Met2 routing:
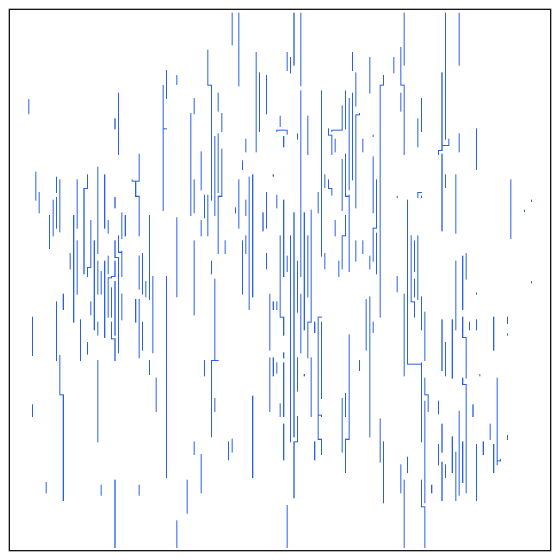
The clock network:
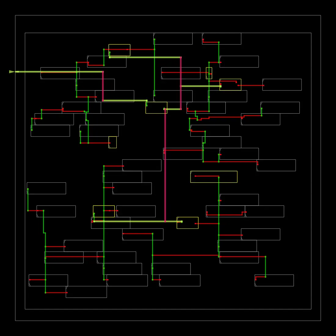
Signal wires on met1:
Scale bar: 20 µm.
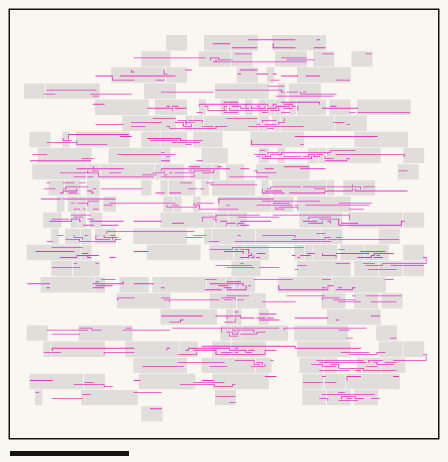
Drive-strength map:
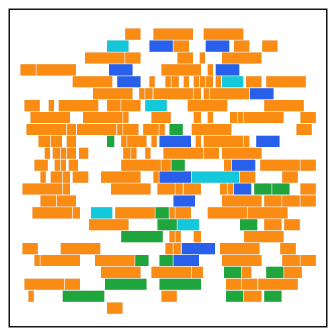
$ cat src/rtl/rgbw_spi_byte_receiver_if.sv
// SPI pin and byte-side bundle for the RGBW SPI byte receiver.
// The master side drives the SPI pins and the status byte. The slave side
// returns the received byte, its ready strobe, the error flags and MISO.
interface rgbw_spi_byte_receiver_if;
  logic       spi_sck;
  logic       spi_mosi;
  logic       spi_cs_n;
  logic [7:0] tx_byte;
  logic [7:0] rx_byte;
  logic       rdy;
  logic       overrun;
  logic       frame_err;
  logic       miso;
  logic       miso_oe;

  modport master (
    output spi_sck, spi_mosi, spi_cs_n, tx_byte,
    input  rx_byte, rdy, overrun, frame_err, miso, miso_oe
  );

  modport slave (
    input  spi_sck, spi_mosi, spi_cs_n, tx_byte,
    output rx_byte, rdy, overrun, frame_err, miso, miso_oe
  );
endinterface

$ cat src/rtl/rgbw_spi_byte_receiver.sv
// SPI mode-0 slave front end for the RGBW controller.
// SCK, MOSI and CS_n are oversampled on clk. Bytes are assembled MSB-first
// and each one is presented on rx_byte together with a stretched rdy level,
// so that a half-rate sampler downstream always sees a clean rising edge.
// A status byte is shifted out on MISO. It is reloaded at every byte boundary.
module rgbw_spi_byte_receiver #(
  parameter int RDY_HOLD    = 8,
  parameter int SYNC_STAGES = 2
) (
  input logic                     clk,
  input logic                     reset,
  rgbw_spi_byte_receiver_if.slave bus
);

  localparam int TW = $clog2(RDY_HOLD + 1);

  typedef enum logic [0:0] {
    ST_IDLE   = 1'b0,
    ST_ACTIVE = 1'b1
  } state_e;

  // Internal reset: asserts asynchronously and releases on a clk edge
  logic [1:0]             rst_sync_r;
  logic                   rst_n_s;

  // Pin synchronisers, edge-detect flops and the power-up arming logic
  logic [SYNC_STAGES-1:0] sck_sync_r;
  logic [SYNC_STAGES-1:0] cs_sync_r;
  logic [SYNC_STAGES-1:0] mosi_sync_r;
  logic [SYNC_STAGES-1:0] fill_r;
  logic                   sck_d_r;
  logic                   cs_d_r;
  logic                   armed_r;
  logic                   sck_s;
  logic                   cs_s;
  logic                   mosi_s;
  logic                   chain_valid_s;
  logic                   sck_rise_s;
  logic                   sck_fall_s;
  logic                   cs_rise_s;
  logic                   cs_fall_s;

  // Frame control and datapath
  state_e                 state_r;
  state_e                 state_next_s;
  logic                   start_s;
  logic                   stop_s;
  logic                   shift_in_s;
  logic                   shift_out_s;
  logic                   byte_done_s;
  logic [2:0]             bit_cnt_r;
  logic [6:0]             rx_shift_r;
  logic [6:0]             tx_shift_r;
  logic                   reload_r;
  logic [7:0]             rx_byte_r;
  logic [TW-1:0]          timer_r;
  logic [TW-1:0]          timer_next_s;
  logic                   rdy_r;
  logic                   overrun_r;
  logic                   frame_err_r;
  logic                   miso_r;
  logic                   miso_oe_r;

  // Two-flop reset release synchroniser
  always_ff @(posedge clk or negedge reset) begin
    if (!reset) begin
      rst_sync_r <= 2'b00;
    end else begin
      rst_sync_r <= {rst_sync_r[0], 1'b1};
    end
  end

  assign rst_n_s = rst_sync_r[1];

  // Synchronise the SPI pins and keep one extra flop per clock/select for edge detection
  always_ff @(posedge clk or negedge rst_n_s) begin
    if (!rst_n_s) begin
      sck_sync_r  <= {SYNC_STAGES{1'b0}};
      cs_sync_r   <= {SYNC_STAGES{1'b1}};
      mosi_sync_r <= {SYNC_STAGES{1'b0}};
      fill_r      <= {SYNC_STAGES{1'b0}};
      sck_d_r     <= 1'b0;
      cs_d_r      <= 1'b1;
      armed_r     <= 1'b0;
    end else begin
      sck_sync_r  <= {sck_sync_r[SYNC_STAGES-2:0], bus.spi_sck};
      cs_sync_r   <= {cs_sync_r[SYNC_STAGES-2:0], bus.spi_cs_n};
      mosi_sync_r <= {mosi_sync_r[SYNC_STAGES-2:0], bus.spi_mosi};
      fill_r      <= {fill_r[SYNC_STAGES-2:0], 1'b1};
      sck_d_r     <= sck_s;
      cs_d_r      <= cs_s;
      // Only a CS_n high that was really sampled from the pin (not the
      // reset value) allows the next falling edge to open a frame.
      if (chain_valid_s && cs_s) begin
        armed_r <= 1'b1;
      end else begin
        armed_r <= armed_r;
      end
    end
  end

  assign sck_s         = sck_sync_r[SYNC_STAGES-1];
  assign cs_s          = cs_sync_r[SYNC_STAGES-1];
  assign mosi_s        = mosi_sync_r[SYNC_STAGES-1];
  assign chain_valid_s = fill_r[SYNC_STAGES-1];

  assign sck_rise_s = sck_s & ~sck_d_r;
  assign sck_fall_s = ~sck_s & sck_d_r;
  assign cs_fall_s  = armed_r & cs_d_r & ~cs_s;
  assign cs_rise_s  = cs_s & ~cs_d_r;

  // A CS_n event in the same clk as an SCK edge takes priority; the SCK edge is dropped
  assign start_s     = (state_r == ST_IDLE) & cs_fall_s;
  assign stop_s      = (state_r == ST_ACTIVE) & cs_rise_s;
  assign shift_in_s  = (state_r == ST_ACTIVE) & ~cs_rise_s & ~cs_fall_s & sck_rise_s;
  assign shift_out_s = (state_r == ST_ACTIVE) & ~cs_rise_s & ~cs_fall_s & sck_fall_s;
  assign byte_done_s = shift_in_s & (bit_cnt_r == 3'd7);

  // Frame state register
  always_ff @(posedge clk or negedge rst_n_s) begin
    if (!rst_n_s) begin
      state_r <= ST_IDLE;
    end else begin
      state_r <= state_next_s;
    end
  end

  // Frame next-state: open on CS_n falling, close on CS_n rising
  always_comb begin
    state_next_s = state_r;
    case (state_r)
      ST_IDLE: begin
        if (cs_fall_s) begin
          state_next_s = ST_ACTIVE;
        end else begin
          state_next_s = ST_IDLE;
        end
      end
      ST_ACTIVE: begin
        if (cs_rise_s) begin
          state_next_s = ST_IDLE;
        end else begin
          state_next_s = ST_ACTIVE;
        end
      end
      default: begin
        state_next_s = ST_IDLE;
      end
    endcase
  end

  // Ready timer: loads on each completed byte and counts down to zero
  always_comb begin
    timer_next_s = timer_r;
    if (byte_done_s) begin
      timer_next_s = TW'(RDY_HOLD);
    end else if (timer_r != {TW{1'b0}}) begin
      timer_next_s = timer_r - TW'(1);
    end else begin
      timer_next_s = timer_r;
    end
  end

  // Receive/transmit shifters, byte capture, sticky flags and registered outputs
  always_ff @(posedge clk or negedge rst_n_s) begin
    if (!rst_n_s) begin
      bit_cnt_r   <= 3'd0;
      rx_shift_r  <= 7'h00;
      tx_shift_r  <= 7'h00;
      reload_r    <= 1'b0;
      rx_byte_r   <= 8'h00;
      timer_r     <= {TW{1'b0}};
      rdy_r       <= 1'b0;
      overrun_r   <= 1'b0;
      frame_err_r <= 1'b0;
      miso_r      <= 1'b0;
      miso_oe_r   <= 1'b0;
    end else begin
      timer_r   <= timer_next_s;
      rdy_r     <= (timer_next_s != {TW{1'b0}});
      miso_oe_r <= (state_next_s == ST_ACTIVE);
      if (start_s) begin
        bit_cnt_r  <= 3'd0;
        rx_shift_r <= 7'h00;
        tx_shift_r <= bus.tx_byte[6:0];
        miso_r     <= bus.tx_byte[7];
        reload_r   <= 1'b0;
      end else if (stop_s) begin
        // A partial byte is dropped and only flagged; rx_byte keeps its value
        if (bit_cnt_r != 3'd0) begin
          frame_err_r <= 1'b1;
        end
        bit_cnt_r  <= 3'd0;
        rx_shift_r <= 7'h00;
        miso_r     <= 1'b0;
        reload_r   <= 1'b0;
      end else if (shift_in_s) begin
        rx_shift_r <= {rx_shift_r[5:0], mosi_s};
        bit_cnt_r  <= bit_cnt_r + 3'd1;
        if (byte_done_s) begin
          rx_byte_r <= {rx_shift_r, mosi_s};
          reload_r  <= 1'b1;
          if (timer_r != {TW{1'b0}}) begin
            overrun_r <= 1'b1;
          end
        end
      end else if (shift_out_s) begin
        // The falling edge after a byte boundary starts the next status byte
        if (reload_r) begin
          tx_shift_r <= bus.tx_byte[6:0];
          miso_r     <= bus.tx_byte[7];
          reload_r   <= 1'b0;
        end else begin
          tx_shift_r <= {tx_shift_r[5:0], 1'b0};
          miso_r     <= tx_shift_r[6];
        end
      end
    end
  end

  assign bus.rx_byte   = rx_byte_r;
  assign bus.rdy       = rdy_r;
  assign bus.overrun   = overrun_r;
  assign bus.frame_err = frame_err_r;
  assign bus.miso      = miso_r;
  assign bus.miso_oe   = miso_oe_r;

endmodule

$ cat src/flat_wrapper.sv
// flat-port wrapper written by rule: the top's interface ports become plain ports
module rgbw_spi_byte_receiver_flat 
#(
  parameter int RDY_HOLD    = 8,
  parameter int SYNC_STAGES = 2
)
  (clk, reset, bus_spi_sck, bus_spi_mosi, bus_spi_cs_n, bus_tx_byte, bus_rx_byte, bus_rdy, bus_overrun, bus_frame_err, bus_miso, bus_miso_oe);
  rgbw_spi_byte_receiver_if bus_i ();
  input logic clk;
  input logic reset;
  input wire logic [$bits(bus_i.spi_sck)-1:0] bus_spi_sck;
  input wire logic [$bits(bus_i.spi_mosi)-1:0] bus_spi_mosi;
  input wire logic [$bits(bus_i.spi_cs_n)-1:0] bus_spi_cs_n;
  input wire logic [$bits(bus_i.tx_byte)-1:0] bus_tx_byte;
  output wire logic [$bits(bus_i.rx_byte)-1:0] bus_rx_byte;
  output wire logic [$bits(bus_i.rdy)-1:0] bus_rdy;
  output wire logic [$bits(bus_i.overrun)-1:0] bus_overrun;
  output wire logic [$bits(bus_i.frame_err)-1:0] bus_frame_err;
  output wire logic [$bits(bus_i.miso)-1:0] bus_miso;
  output wire logic [$bits(bus_i.miso_oe)-1:0] bus_miso_oe;
  assign bus_i.spi_sck = bus_spi_sck;
  assign bus_i.spi_mosi = bus_spi_mosi;
  assign bus_i.spi_cs_n = bus_spi_cs_n;
  assign bus_i.tx_byte = bus_tx_byte;
  assign bus_rx_byte = bus_i.rx_byte;
  assign bus_rdy = bus_i.rdy;
  assign bus_overrun = bus_i.overrun;
  assign bus_frame_err = bus_i.frame_err;
  assign bus_miso = bus_i.miso;
  assign bus_miso_oe = bus_i.miso_oe;
  rgbw_spi_byte_receiver #(.RDY_HOLD(RDY_HOLD), .SYNC_STAGES(SYNC_STAGES)) u_core (.clk(clk), .reset(reset), .bus(bus_i));
endmodule
$ cat config.mk
export PLATFORM = sky130hd
export DESIGN_NAME = rgbw_spi_byte_receiver_flat
export DESIGN_NICKNAME = d
export VERILOG_FILES = /design/src/rtl/rgbw_spi_byte_receiver_if.sv /design/src/rtl/rgbw_spi_byte_receiver.sv /design/src/flat_wrapper.sv
export SDC_FILE = /design/constraint.sdc
export NUM_CORES = 1
export LEC_CHECK = 0
export CAP_MARGIN = 0
export CORE_MARGIN = 2
export CORE_UTILIZATION = 45
export CTS_CLUSTER_DIAMETER = 80
export DETAILED_ROUTE_END_ITERATION = 10
export PLACE_DENSITY = 0.73
export SYNTH_ARGS = -nofsm -noshare
export SYNTH_HDL_FRONTEND = slang
export SYNTH_SLANG_ARGS = --single-unit
$ cat constraint.sdc
create_clock -name clk -period 3.3 [get_ports clk]
set_clock_uncertainty 0.1 [all_clocks]
set_input_delay 0.66 -clock clk [delete_from_list [all_inputs] [get_ports clk]]
set_output_delay 0.66 -clock clk [all_outputs]
set_load 0.01 [all_outputs]
==> run_summary.xml <==
<?xml version="1.0" encoding="UTF-8"?>
<metrics>
  <group name="logic_synthesis">
    <metric name="yosysTopAreaCell" unit="">sky130_fd_sc_hd__dfrtp_1</metric>
    <metric name="netlist-cell-type-count" unit="">40</metric>
    <metric name="yosysWarningCount" unit="">0</metric>
    <metric name="yosysChipArea" unit="µm²">2091</metric>
    <metric name="syn_avg_cell_area" unit="µm²">13.15</metric>
    <metric name="asyncSetResetFlopFracSynth" unit="%">100.0</metric>
    <metric name="netlist.top_cell.by_instances" unit="">sky130_fd_sc_hd__dfrtp_1</metric>
    <metric name="ys_top_cells_by_count" unit="">sky130_fd_sc_hd__dfrtp_1 (45), sky130_fd_sc_hd__nand2_1 (15), sky130_fd_sc_hd__o21ai_0 (10)</metric>
    <metric name="ys_seq_share" unit="%">57.63</metric>
    <metric name="postSynth.topFlopCell" unit="">sky130_fd_sc_hd__dfrtp_1</metric>
    <metric name="synth.cell_area" unit="µm²">2091</metric>
  </group>
  <group name="grt">
    <metric name="first_global_vias" unit="">1249</metric>
    <metric name="global_route.overflow_total" unit="">0</metric>
    <metric name="grt_start_max_net_pins" unit="">47</metric>
    <metric name="grt_first_pass_wirelength" unit="mm">5.851</metric>
    <metric name="grt_usage" unit="%">14.66</metric>
    <metric name="global_route.peak_usage_layer" unit="">met2</metric>
    <metric name="gr-usage-met3" unit="%">5.000</metric>
  </group>
  <group name="detailed_routing">
    <metric name="detail_route.first_pass.iterations" unit="">4</metric>
    <metric name="met2_length" unit="mm">1.609</metric>
    <metric name="post_drt_via_cell_ratio" unit="">5.120</metric>
    <metric name="antenna_violating_nets_post_route" unit="">0</metric>
    <metric name="post_drt_wl_per_cell" unit="µm">13.89</metric>
    <metric name="drtIter0Drc" unit="">80</metric>
    <metric name="top_layer" unit="">met4</metric>
  </group>
  <group name="clock_tree">
    <metric name="cts_hold_buf" unit="">0</metric>
    <metric name="clock_sink_count" unit="">48</metric>
    <metric name="postCtsSetupRepairBufs" unit="">0</metric>
    <metric name="clkSlewWorstSetupHoldPaths" unit="ps">80</metric>
    <metric name="tritoncts" unit="">done</metric>
    <metric name="ctsHtreeMaxLevel" unit="">2</metric>
    <metric name="clk_root_buffer_cell" unit="">sky130_fd_sc_hd__clkbuf_8</metric>
    <metric name="cts_buffer_depth" unit="">2</metric>
    <metric name="post_cts_resized" unit="">0</metric>
  </group>
  <group name="floorplanning">
    <metric name="n_tap_cell" unit="">52</metric>
    <metric name="core_area" unit="µm²">4414</metric>
    <metric name="placement_rows" unit="">24</metric>
    <metric name="top_level_port_count" unit="">26</metric>
    <metric name="chipArea" unit="µm²">5207</metric>
    <metric name="floorplan.die.height" unit="µm">72.16</metric>
    <metric name="die_width" unit="µm">72.16</metric>
  </group>
  <group name="placement">
    <metric name="post_place_instance_area" unit="µm²">2380</metric>
    <metric name="post-place-cells" unit="">233</metric>
    <metric name="port_buffers" unit="">25</metric>
    <metric name="half_perimeter_wire_length_after_detailed_placement" unit="mm">2.360</metric>
  </group>
  <group name="critical_path">
    <metric name="worstReg2RegEnd" unit="">u_core.bus.rdy</metric>
    <metric name="crit_cells" unit="">1</metric>
    <metric name="cp_top_family" unit="">buffers and inverters</metric>
    <metric name="crit_path_max_fanout" unit="">12</metric>
    <metric name="crit_chain" unit="">clkdlybuf4s50_1</metric>
    <metric name="critPathCapture" unit="">bus_miso_oe</metric>
    <metric name="crit_required" unit="ps">2540</metric>
    <metric name="timing.critical_path.from" unit="">u_core.state_r</metric>
    <metric name="worst_r2r_path_depth" unit="">4</metric>
    <metric name="regToRegSetupSlack" unit="ps">1320</metric>
    <metric name="slowest_delay" unit="ps">620</metric>
    <metric name="crit_arrival" unit="ps">1530</metric>
    <metric name="critPathSlowestCell" unit="">sky130_fd_sc_hd__clkdlybuf4s50_1</metric>
    <metric name="worst_setup_path_start_kind" unit="">register</metric>
  </group>
  <group name="hold_path">
    <metric name="min_from" unit="">u_core.rst_sync_r[0]</metric>
    <metric name="hold_path_sink" unit="">u_core.rst_sync_r[1]</metric>
  </group>
  <group name="power_and_ir_drop">
    <metric name="p_per_area" unit="nW/µm²">590.1</metric>
    <metric name="p_leak" unit="nW">1.139</metric>
    <metric name="fin_total_pwr" unit="mW">1.468</metric>
    <metric name="power.ir.vdd_worst" unit="µV">321.7</metric>
  </group>
  <group name="timing">
    <metric name="worst_tran_pin_value" unit="ps">968.4</metric>
    <metric name="rsz0062_at_grt" unit="">false</metric>
    <metric name="worst_slew_margin_rel" unit="%">35.44</metric>
    <metric name="setup_total_negative_slack" unit="ps">0</metric>
    <metric name="final_critical_path_time_including_i_o_delays_and_setup" unit="ps">2287</metric>
    <metric name="number_of_max_slew_violations_in_the_final_report" unit="">0</metric>
    <metric name="setup_slack" unit="ps">1013</metric>
  </group>
  <group name="outcome">
    <metric name="outcome" unit="">complete, no violations</metric>
  </group>
  <group name="job">
    <metric name="warning_count" unit="">27</metric>
    <metric name="drv_cap" unit="">0</metric>
  </group>
  <group name="cells_and_area">
    <metric name="layout_top_cell" unit="">sky130_fd_sc_hd__dfrtp_1</metric>
    <metric name="num-fill-cells" unit="">352</metric>
    <metric name="design.seq.count" unit="">48</metric>
    <metric name="num-multi-input-gates" unit="">100</metric>
    <metric name="drive_above_1_share" unit="%">20.11</metric>
    <metric name="n_antenna_cell" unit="">0</metric>
    <metric name="nets_final" unit="">205</metric>
    <metric name="clock_buffer_count" unit="">6</metric>
    <metric name="max_ffs_per_register" unit="">8</metric>
    <metric name="layout.clock.cell_area_share" unit="%">4.326</metric>
    <metric name="area.sequential" unit="µm²">1206</metric>
    <metric name="seq_area_share" unit="%">48.49</metric>
    <metric name="area.share.combinational" unit="%">33.30</metric>
    <metric name="final-instance-count-excl-fill" unit="">241</metric>
    <metric name="logic_area" unit="µm²">828.3</metric>
  </group>
</metrics>
Back to the opening pictures, 'met2 routing':
longest straight run = 31.0 µm
share of all routed wire = 48%
number of vias in the routed layout: 1234
global routing usage on met2: 24.06%
routed wire length: 3.348 mm

Back to the opening pictures, 'the clock network':
TritonCTS buffer count: 5
insertion delay of the later-clocked pin in the worst-skew pair: 300 ps

Back to the opening pictures, 'signal wires on met1':
share of all routed wire = 46%
wire length on this layer = 1530 µm
main direction = horizontal
nets with wire on the layer = 178
global routing met1 resource utilization: 18.23%

Back to the opening pictures, 'drive-strength map':
green -> x2  # cells 18, share 9.5%, most used mux2_2
orange -> x1 and smaller  # cells 151, share 80%, most used dfrtp_1
cyan -> x6 and larger  # cells 6, share 3.2%, most used clkbuf_8
blue -> x3 and x4  # cells 14, share 7.4%, most used mux2_4
area of all placed cells without fillers: 2487 µm²
area delta synth->final: 18.97%
number of non-clock buffers in the layout: 25

[kinds of logic after synthesis]
logic type	after synthesis	share of synthesized area, %
AND-OR/OR-AND	26	9.576
adder cells (fa/ha/maj)	4	2.394
XOR/XNOR	2	0.8380
buffers and inverters	12	2.932
AND/OR/NAND/NOR	41	11.79
other	1	0.1794
multiplexers	25	14.66
flip-flops	48	57.63
[power breakdown]
group / leakage, nW / switching, mW / internal [mW]
registers: 0.606 / 0.0785 / 0.677
clock network: 0.0552 / 0.187 / 0.225
logic: 0.478 / 0.125 / 0.174
[metrics by stage]
stage,utilization (%),hold WS [ps]
finish,56.35,251.7
global route,56.35,265.6
CTS,56.35,256.7
detailed placement,53.91,237.2
global placement,53.91,231.6
floorplan,-,231.2
Power is estimated from default activity; no workload was simulated.
